`src/rtl/sri_deserializer.sv`:
```
// Serial-to-parallel receiver: rebuilds 8/16-bit words from a valid-qualified bit stream.
// Word is presented one clock after its last bit through a one-entry valid/ready buffer.
module sri_deserializer #(
  parameter int DATA_W = 16
) (
  input  logic              clk,
  input  logic              reset,
  input  logic              si_data,
  input  logic              si_valid,
  input  logic              cfg_length,
  input  logic              cfg_msb,
  input  logic              cfg_low,
  output logic [DATA_W-1:0] po_data,
  output logic              po_valid,
  input  logic              po_ready,
  output logic              frame_err,
  output logic              overrun
);

  localparam int IDX_W = $clog2(DATA_W);
  localparam logic [IDX_W-1:0] FULL_LAST = IDX_W'(DATA_W - 1);
  localparam logic [IDX_W-1:0] HALF_LAST = IDX_W'(DATA_W / 2 - 1);
  localparam logic [IDX_W-1:0] HALF_OFS  = IDX_W'(DATA_W / 2);

  typedef enum logic {IDLE, RECV} state_t;

  logic [1:0]        rst_sync_q, rst_sync_d;
  state_t            state_q, state_d;
  logic [IDX_W-1:0]  cnt_q, cnt_d;
  logic [DATA_W-1:0] shift_q, shift_d;
  logic              len_q, len_d;
  logic              msb_q, msb_d;
  logic              low_q, low_d;
  logic [DATA_W-1:0] po_data_q, po_data_d;
  logic              po_valid_q, po_valid_d;
  logic              frame_err_q, frame_err_d;
  logic              overrun_q, overrun_d;

  logic              cur_len, cur_msb, cur_low;
  logic [IDX_W-1:0]  k, last, pos;
  logic [DATA_W-1:0] shift_nxt;
  logic              complete;

  always_comb begin
    rst_sync_d  = {rst_sync_q[0], 1'b1};
    state_d     = state_q;
    cnt_d       = cnt_q;
    shift_d     = shift_q;
    len_d       = len_q;
    msb_d       = msb_q;
    low_d       = low_q;
    po_data_d   = po_data_q;
    po_valid_d  = po_valid_q;
    frame_err_d = 1'b0;
    overrun_d   = 1'b0;
    complete    = 1'b0;

    // In IDLE the incoming bit opens a frame, so the live cfg applies to it.
    cur_len = (state_q == IDLE) ? cfg_length : len_q;
    cur_msb = (state_q == IDLE) ? cfg_msb    : msb_q;
    cur_low = (state_q == IDLE) ? cfg_low    : low_q;
    k       = (state_q == IDLE) ? '0 : cnt_q;
    last    = cur_len ? FULL_LAST : HALF_LAST;
    pos     = cur_msb ? (last - k) : k;
    if (!cur_len && !cur_low) begin
      pos = pos + HALF_OFS;
    end
    shift_nxt = (state_q == IDLE) ? '0 : shift_q;

    if (si_valid) begin
      shift_nxt[pos] = si_data;
      len_d = cur_len;
      msb_d = cur_msb;
      low_d = cur_low;
      if (k == last) begin
        complete = 1'b1;
        state_d  = IDLE;
        cnt_d    = '0;
        shift_d  = '0;
      end else begin
        state_d = RECV;
        cnt_d   = k + IDX_W'(1);
        shift_d = shift_nxt;
      end
    end else if (state_q == RECV) begin
      frame_err_d = 1'b1;
      state_d     = IDLE;
      cnt_d       = '0;
      shift_d     = '0;
    end

    // A slot freed by this edge's handshake can take the new word directly.
    if (complete) begin
      if (!po_valid_q || po_ready) begin
        po_data_d  = shift_nxt;
        po_valid_d = 1'b1;
      end else begin
        overrun_d = 1'b1;
      end
    end else if (po_valid_q && po_ready) begin
      po_valid_d = 1'b0;
    end
  end

  always_ff @(posedge clk or negedge reset) begin
    if (!reset) begin
      rst_sync_q <= '0;
    end else begin
      rst_sync_q <= rst_sync_d;
    end
  end

  always_ff @(posedge clk or negedge reset) begin
    if (!reset) begin
      state_q     <= IDLE;
      cnt_q       <= '0;
      shift_q     <= '0;
      len_q       <= 1'b0;
      msb_q       <= 1'b0;
      low_q       <= 1'b0;
      po_data_q   <= '0;
      po_valid_q  <= 1'b0;
      frame_err_q <= 1'b0;
      overrun_q   <= 1'b0;
    end else if (rst_sync_q[1]) begin
      state_q     <= state_d;
      cnt_q       <= cnt_d;
      shift_q     <= shift_d;
      len_q       <= len_d;
      msb_q       <= msb_d;
      low_q       <= low_d;
      po_data_q   <= po_data_d;
      po_valid_q  <= po_valid_d;
      frame_err_q <= frame_err_d;
      overrun_q   <= overrun_d;
    end
  end

  assign po_data   = po_data_q;
  assign po_valid  = po_valid_q;
  assign frame_err = frame_err_q;
  assign overrun   = overrun_q;

endmodule
```
`config.mk`:
```
export PLATFORM = sky130hd
export DESIGN_NAME = sri_deserializer
export DESIGN_NICKNAME = d
export VERILOG_FILES = /design/src/rtl/sri_deserializer.sv
export SDC_FILE = /design/constraint.sdc
export NUM_CORES = 1
export LEC_CHECK = 0
export CAP_MARGIN = 20
export CORE_ASPECT_RATIO = 0.6
export CORE_MARGIN = 4
export CORE_UTILIZATION = 30
export CTS_CLUSTER_DIAMETER = 120
export DETAILED_ROUTE_END_ITERATION = 8
export GPL_TIMING_DRIVEN = 0
export PLACE_DENSITY_LB_ADDON = 0.12
export SYNTH_ARGS = -nofsm -noshare
export SYNTH_HDL_FRONTEND = slang
export SYNTH_SLANG_ARGS = --single-unit
```
`constraint.sdc`:
```
create_clock -name clk -period 2.1 [get_ports clk]
set_clock_uncertainty 0.05 [all_clocks]
set_input_delay 0.42 -clock clk [delete_from_list [all_inputs] [get_ports clk]]
set_output_delay 0.42 -clock clk [all_outputs]
set_load 0.1 [all_outputs]
```
Figure 1. Placement by cell class (run 1).
Drawn at 3 px/µm.
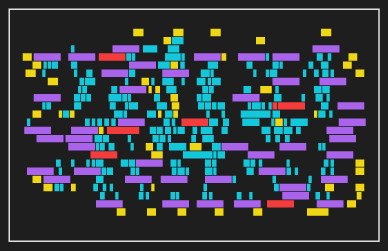
colour	class	cells	share of their area
cyan	all other logic	201	42%
purple	flops	45	39%
yellow	other buffers and delay cells	48	13%
red	clock drivers and dummy loads	7	5.5%

Figure 2. Zoomed window (run 1).
Window x 18 to 43, y 45 to 70 µm. Cells in grey, sequential cells in the stronger grey; small squares are vias.
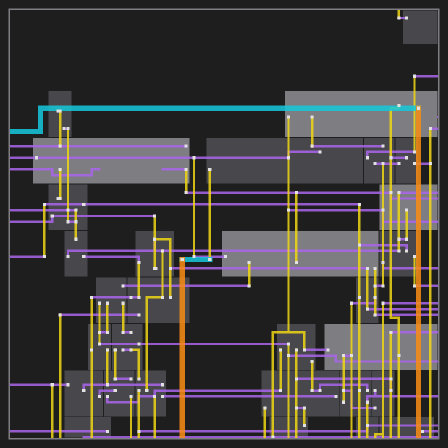
colour	layer
orange	met4
purple	met1
cyan	met3
yellow	met2
netlist names of flops here include	cnt_q (2)
most frequent	nand2_1 (4), o21ai_0 (4), dfrtp_1 (4)
sequential cells in the window	4
cells with their middle in the window	25

Figure 3. Cell sizes after repair (run 1).
Drawn at 3 px/µm.
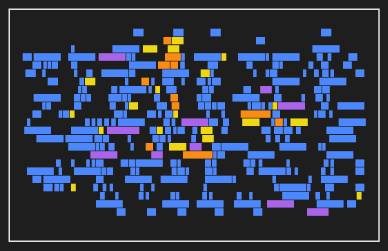
colour	size	cells	share
orange	drive 3 to 4	11	3.7%
purple	drive 6 and up	10	3.3%
yellow	drive 2	20	6.6%
blue	drive 1 or less	260	86%

Figure 4. Congestion heat map (run 1).
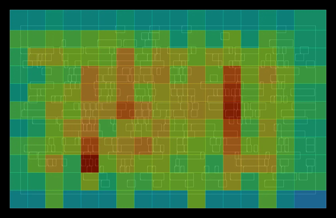
Total GRT Usage: 14.78%
busiest grt layer: met1
GRT met1 Usage: 24.22%
met3 GRT Util: 3.971%
routing usage on met2: 17.93%

run 1: flip-flops by register name, summed over array words and instances, names as in the netlist:
signal      count
len_q           1
po_valid        1
low_q           1
shift_q        16
overrun         1
frame_err       1
rst_sync_q      2
msb_q           1
state_q         1
cnt_q           4
po_data        16
run 1: cell type report:
type	instances	area, µm²	share of cell area [%]
Buffer	17	101.3	3.353
Clock buffer	5	125.1	4.139
Clock inverter	2	35.03	1.159
Inverter	5	18.77	0.6209
Multi-Input combinational cell	196	1201	39.74
Sequential cell	45	1126	37.25
Tap cell	104	130.1	4.305
Timing Repair Buffer	31	285.3	9.437
==> impl_metrics.json, run 1 <==
{
  "cp-startpoint": "cfg_length",
  "status": "complete, no violations",
  "critPathMaxStageDelay_ns": 0.41,
  "routed_wl_um": 6509,
  "placed_cell_area_um2": 2776,
  "p_int_w": 0.001648,
  "topCellsByArea": "dfrtp_1 47%, nand2_1 9.2%, o211ai_1 5.1%",
  "seqPwrFrac_pct": 40.5,
  "finalHoldViolCount": 0,
  "cp_top_family": "multiplexers",
  "clockBufferDepth": 2,
  "critPathKind": "primary input to flop",
  "fill_cells": 790,
  "period_used_pct": 97.58,
  "ys_area_um2": 2371,
  "insertion_delay_ns": 0.29,
  "drc": 0,
  "grt_pass1_vias": 2006,
  "tightest_slew_ns": 0.9623,
  "topRoutingLayerUsed": "met4",
  "dp_hpwl_um": 4721,
  "ys_sh_mux_pct": 3.377,
  "ys_cells": 264,
  "synth_seq_share_pct": 47.49,
  "setup_ws_ns": 0.05085,
  "drt_iter0_drc": 140,
  "endpoint_kind": "flop",
  "synth-edff-count": 0,
  "ant_nets": 0,
  "grt_max_degree": 28,
  "postCtsHoldBufs": 0,
  "syn_avg_cell_area_um2": 8.981,
  "r2r_slack_ns": 0.09,
  "power.share.switching_pct": 29.53
}
==> inputs of run 2 (changes only) <==
SKIP_CTS_REPAIR_TIMING = 1   (was unset)
Figure 5. Placement by cell class (run 2).
Drawn at 3 px/µm.
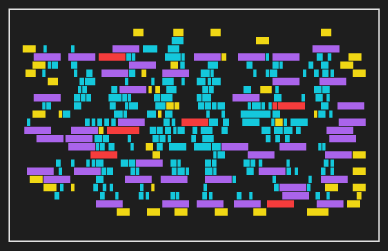
colour	class	cells	share of their area
purple	flops	45	39%
red	clock drivers and dummy loads	7	5.5%
yellow	other buffers and delay cells	44	14%
cyan	all other logic	201	42%

==> run 2 against run 1 <==
  * Via count down 0.34%
  * Cell area rose by 0.74%
  * Die size unchanged
  * Area after synthesis did not move
  * Total power down 0.98%
  * Wire length down 0.52%
  * Largest power group unchanged
==> impl_metrics.json, run 2 <==
{
  "status": "complete, no violations",
  "layout_top_cells": "58 x nand2_1, 45 x dfrtp_1, 19 x dlymetal6s2s_1",
  "cp-startpoint": "state_q$_DFFE_PN0P_",
  "drc": 0,
  "routed_wl_um": 6475,
  "critPathMaxStageDelay_ns": 0.41,
  "antenna_found_initial": 0,
  "syn_avg_cell_area_um2": 8.981,
  "fin_util_pct": 40.73,
  "grtUsageTotal_pct": 14.80,
  "seq_cell_power_w": 0.000947,
  "lay_top_count": "nand2_1",
  "cts_tree": "built",
  "topRoutingLayerUsed": "met4",
  "clock-root-buffer": "clkbuf_16",
  "grt_max_degree": 28,
  "ys_area_um2": 2371,
  "core_area_um2": 7477,
  "grt_pass1_vias": 1993,
  "crit_path_start_kind": "flop",
  "dp_hpwl_um": 4721,
  "final_max_slew_viol_count": 0,
  "gp_congestion": 0.8301,
  "fin_cells": 401,
  "drt_pass1_iterations": 4,
  "met2_usage_pct": 17.93,
  "p_per_area_nw_per_um2": 760.5,
  "met3_usage_pct": 3.971,
  "grt_busiest_layer": "met1",
  "clockBufferDepth": 2,
  "rsz0062_at_grt": "true",
  "synth_seq_share_pct": 47.49,
  "insertion_delay_ns": 0.29,
  "ys_sh_mux_pct": 3.377,
  "topCellsByArea": "dfrtp_1 47%, nand2_1 9.2%, o211ai_1 5.1%",
  "tightest_slew_ns": 0.9749,
  "synth-edff-count": 0,
  "drt_iter0_drc": 135,
  "setup_ws_ns": 0.09046,
  "critPathKind": "flop to flop",
  "met1_usage_pct": 24.27,
  "power.share.switching_pct": 29.53,
  "endpoint_kind": "flop",
  "placed_cell_area_um2": 2776,
  "cp_top_family": "buffers and inverters",
  "period_used_pct": 95.69,
  "final_layout_size_suffix_gt1_share_pct": 12.46,
  "p_int_w": 0.001632,
  "ant_nets": 0,
  "seqPwrFrac_pct": 40.9
}
Figure 6. The metal 1 layer (run 2).
Drawn at 4 px/µm.
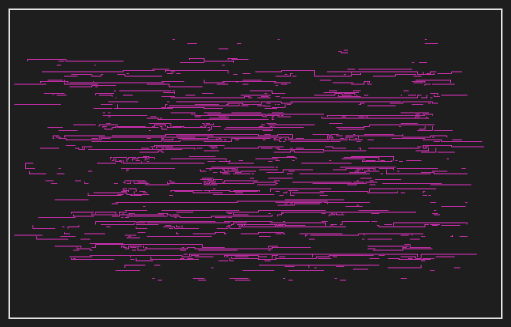
wire length on this layer	3530 µm
main direction	horizontal

run 2: cell types whose count changed in the layout (fill, tap and decap cells not counted), moves of 2 or more:
cell | before | now
buf_4 | 7 | 4
buf_6 | 3 | 1
clkbuf_2 | 3 | 1
dlygate4sd2_1 | 19 | 0
dlymetal6s2s_1 | 0 | 19
run 2: cell type report:
| class | count | area, µm² |
|---|---|---|
| Fill cell | 770 | 4432 |
| Multi-Input combinational cell | 196 | 1191 |
| Sequential cell | 45 | 1126 |
| Timing Repair Buffer | 28 | 330.3 |
| Tap cell | 104 | 130.1 |
| Clock buffer | 5 | 125.1 |
| Buffer | 16 | 88.84 |
| Clock inverter | 2 | 35.03 |
| Inverter | 5 | 18.77 |
==> inputs of run 3 (changes only) <==
CTS_CLUSTER_SIZE = 12   (was unset)
Figure 7. The metal 1 layer (run 3).
Drawn at 4 px/µm.
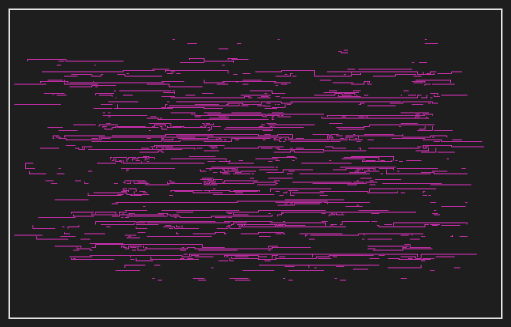
main direction	horizontal
longest straight run	57.0 µm
share of all routed wire	55%

==> run 3 against run 2 <==
  * Sequential share of layout area is the same
  * Die size unchanged
  * Sequential power about the same
  * Critical path type unchanged
  * Hold slack is the same
  * Wire length is the same
  * Non-clock buffer count unchanged
  * Highest routed layer unchanged
==> impl_metrics.json, run 3 <==
{
  "status": "complete, no violations",
  "p_per_area_nw_per_um2": 760.5,
  "routed_wl_um": 6475,
  "fill_cells": 770,
  "synth-edff-count": 0,
  "cts_tree": "built",
  "final_layout_size_suffix_gt1_share_pct": 12.46,
  "seq_cell_power_w": 0.000947,
  "grt_pass1_vias": 1993,
  "insertion_delay_ns": 0.29,
  "antenna_found_initial": 0,
  "grtUsageTotal_pct": 14.80,
  "core_area_um2": 7477,
  "met3_usage_pct": 3.971,
  "p_int_w": 0.001632,
  "ant_nets": 0,
  "critPathMaxStageDelay_ns": 0.41,
  "grt_max_degree": 28,
  "met2_usage_pct": 17.93,
  "period_used_pct": 95.69,
  "sequential_cell_area_um2": 1126,
  "clock-root-buffer": "clkbuf_16",
  "dp_hpwl_um": 4721,
  "endpoint_kind": "flop",
  "clockBufferDepth": 2,
  "placed_cell_area_um2": 2776,
  "synth_seq_share_pct": 47.49,
  "area.combinational_um2": 1191,
  "critPathKind": "flop to flop",
  "met1_usage_pct": 24.27,
  "rsz0062_at_grt": "true",
  "fin_util_pct": 40.73,
  "crit_path_start_kind": "flop",
  "setup_ws_ns": 0.09046,
  "gp_congestion": 0.8301,
  "drt_pass1_iterations": 4,
  "drc": 0,
  "topRoutingLayerUsed": "met4",
  "cp_top_family": "buffers and inverters",
  "topCellsByArea": "dfrtp_1 47%, nand2_1 9.2%, o211ai_1 5.1%",
  "seqPwrFrac_pct": 40.9,
  "grt_busiest_layer": "met1"
}
Figure 8. Cell sizes after repair (run 3).
Drawn at 3 px/µm.
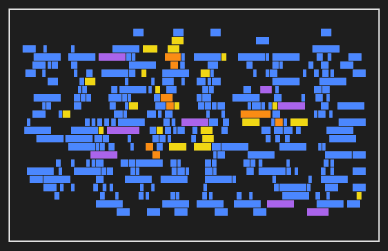
colour	size	cells	share	most used
orange	drive 3 to 4	8	2.7%	buf_4
blue	drive 1 or less	260	88%	nand2_1
yellow	drive 2	21	7.1%	buf_2
purple	drive 6 and up	8	2.7%	clkbuf_16

## run 3: cell counts in the layout (fill, tap and decap cells not counted)
Identical to the previous run, type by type.
## run 3: cell families (layout without fill, tap and decap cells)
family          count (synthesis)  in the layout  share of synthesized area, %
buf+inv                        23             56                         4.275
simple gates                  111            111                         21.58
mux                             7              7                         3.377
fa+ha+maj                       1              1                        0.5276
compound gates                 70             70                         19.42
flops                          45             45                         47.49
xor+xnor                        6              6                         3.167
other cells                     1              1                        0.1582
## run 3: area by class of cell
class                      instances  area share, %
multi-input combinational        196          39.11
clock inverter                     2          1.150
buffer                            16          2.917
clock buffer                       5          4.108
sequential                        45          36.98
inverter                           5         0.6163
tap                              104          4.273
timing repair buffer              28          10.85
Power and IR drop assume default switching activity.
